Design serial_parity_framer, sky130hd; sources not shown.
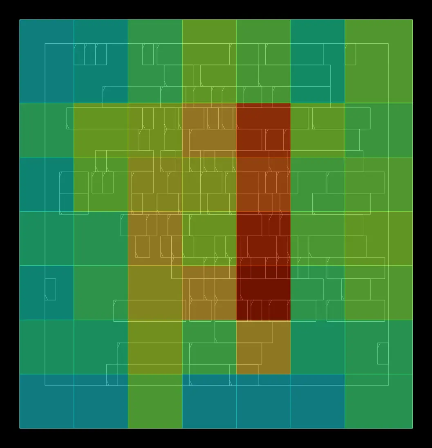
*Track usage over the die*
met3 GRT Util: 2.29%
GR Util All Layers: 12.3%
met2 GRT Util: 19.1%
DR WL/cell: 11.1 um

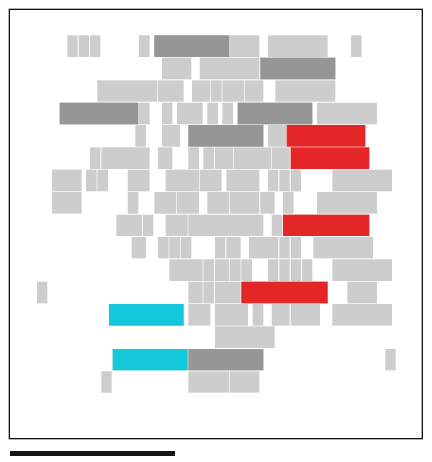
*Sequential cells grouped by signal name*
Bar = 20 um. Other sequential cells in the stronger grey, the rest of the logic in the fainter grey.
[`r_state`] cyan | placed flops: 2
[`bit_count`] red | placed flops: 4 | where: east
Seq/total area: 28.6%
final design utilization: 57.4%
flip-flop and latch area: 312 um2

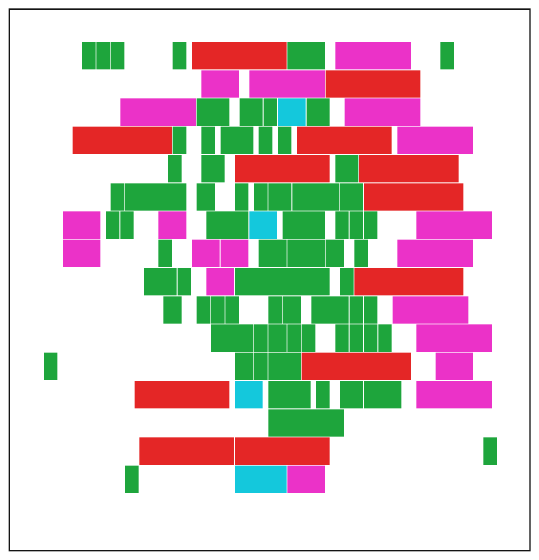
*Placed cells, one colour a class*
[registers] red | cells: 12 | share of their area: 29%
[clock drivers and dummy loads] cyan | cells: 4 | share of their area: 3.4%
[remaining logic cells] green | cells: 71 | share of their area: 41%
[remaining buffers and delay cells] magenta | cells: 19 | share of their area: 27%
CORE AREA: 1900 um2
post-route cell area: 1090 um2
row count: 16

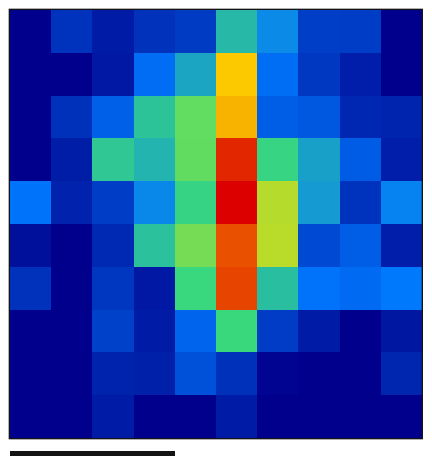
*Wiring heat map*
Bar = 20 um. 10 x 10 tiles, from dark blue (low) to red (high), scaled to the fullest tile. Values are wire area over tile area, all layers added.
emptiest ninth of the die: south-west
fullest tile: 0.45
densest ninth of the die: centre
mean over tiles: 0.092
tiles over half the peak: 11%
nearly empty tiles: 25%
Via Count: 599
final WL: 1480 um

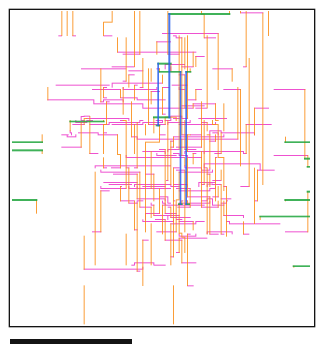
*Metal layers overlaid*
Bar = 20 um.
[M4] blue | wire length: 70.7 um
[M3] green | wire length: 58.0 um
[M1] magenta | wire length: 586 um
[M2] orange | wire length: 764 um

==> reports/metrics.yaml <==
outcome: "complete, no violations"
grt_pass1_wl_um: 2330
diodes: 0
areaGrowthSynthToFinish_pct: 49.8
mux_area_share_pct: 0
largest_reg_flops: 4
layout.cells.non_filler: 133
nFillCells: 159
yosysTopAreaCell: "dfrtp_1"
setup_violations: 0
ctsHtreeMaxLevel: 1
die_h_um: 52
ys_ff: 12
port_buffers: 15
ff_type: "dfrtp_1"
cp.required_ns: 1.26
cts_tree: "built"
finalCritPeriodShare_pct: 94.3
grt-busiest-layer: "met2"
ys_sh_simple_pct: 30.2
min_path_type: "in -> async"
finalNetCount: 114
path_clk_slew_ns: 0.08
crit_path_end_kind: "primary output"
hpwl_um: 1200
tool_warnings: 28
ys_seq_share_pct: 41.2
worst_slew_pin_slew_ns: 0.545
post_cts_buffers: 0
grt_util_met1_pct: 14.1
report.final.slew_viol_count: 0
p_sw_w: 0.000346
antenna_found_initial: 0
gp_congestion: 0.842
syn_avg_cell_area_um2: 8.67
initCoreUtil_pct: 38.3
cts.sinks: 12
grt_overflow: 0
ys_cells: 84
remaining_drc_errors: 0
ctsRootBufferMaster: "clkbuf_4"
logic_family: "simple AND/OR/NAND/NOR gates"
maxCapViolCount: 0
synth.area.top_cells: "dfrtp_1 41%, buf_4 8.2%, nand2_1 8.2%, inv_1 6.7%, nand3_2 4.1%"
cp-start-kind: "flop"
power_frac_seq_pct: 40.2
drive_gt1_share_pct: 42.5
synth_top_area_share_pct: 41.2
path_class: "reg -> out"
synthCells: 84
yosysWarnings: 0
synth-edff-count: 0
vdd_ir_drop_max_v: 0.000482
dp_cells: 129
rsz0062_at_grt: "true"
period_needed_ns: 1.32
synth_top_cell_by_count: "nand2_1"
fa_ha_area_share_pct: 1.72
finalHoldViolations: 0
die_area_um2: 2600
aoi_share_pct: 7.90
antenna_left: 0
placed_cell_area_um2: 1050
path_max_fanout: 5
ys_sh_xor_pct: 2.41
holdBufCountCts: 0
max_stage_delay_ns: 0.41
async_flop_share_pct: 100
io_pins: 24
die_x_um: 50
crit_chain: "buf_4 > inv_2 > nand2_4 > buf_12"
yosys-stat-area_um2: 728
p_per_area_nw_per_um2: 855
switching_share_pct: 37.0
setup_slack_ns: 0.0794
synthDistinctLibCells: 25
syn_area_um2: 728
-- cells by family (layout without fill, tap and decap cells) --
logic type                 count (synthesis)  in the layout
DFF                                       12             12
xor gates and xnor gates                   2              2
other                                      1              8
adders and majority gates                  1              1
AOI/OAI and AO/OA                          8              8
and+or+nand+nor                           37             37
buffers and inverters                     23             38
-- layer usage --
metal  up-vias  share of wire (%)
li1        287                  -
met1       284                 40
met5         -                  0
met3         8                3.9
met4         0                4.7
met2        20                 52
-- critical path, delay by kind of cell, from the launching register on --
kind | cells | cell delay [ns]
AND/OR/NAND/NOR | 1 | 0.08
buffers and inverters | 3 | 0.41
flip-flops | 1 | 0.41
-- stage by stage --
step	util (%)	setup TNS, ns	hold slack [ns]
6_report	57.4	0	0.215
5_1_grt	57.4	-0.00843	0.249
4_1_cts	57.0	0	0.233
3_5_place_dp	55.1	0	0.529
3_3_place_gp	55.1	0	0.518
2_1_floorplan	-	-0.0456	-0.156
-- power by group through the flow --
stage / logic, W / registers (W) / clock network (W)
2_1_floorplan: 0.000188 / 0.000414 / 0
3_3_place_gp: 0.000277 / 0.000381 / 0
3_5_place_dp: 0.000280 / 0.000382 / 0
4_1_cts: 0.000282 / 0.000375 / 0.000287
5_1_grt: 0.000294 / 0.000376 / 0.000305
6_report: 0.000282 / 0.000375 / 0.000277
-- cells in the final DEF (no fill, tap or decap), drive strengths merged, types with 4 or more instances in the layout --
| master | count |
|---|---|
| nand2 | 20 |
| inv | 15 |
| buf | 14 |
| dfrtp | 12 |
| nor2 | 9 |
| conb | 8 |
| nand3 | 6 |
| clkdlybuf4s50 | 5 |
| o21ai | 5 |
| clkbuf | 4 |
-- what timing repair did --
action	CTS	global route
hold endpoints to repair	0	0
endpoints found under the setup margin	0	3
gates resized	0	2
-- final cells by class --
type	count	area (um2)	area share (%)
well taps	27	33.8	3.10
repair buffers	19	280	25.7
inverters	15	61.3	5.62
flip-flops and latches	12	312	28.6
clock buffers	4	36.3	3.33
multi-input cells	56	368	33.7
No activity file was given, so power comes from the tool's default toggle rates.
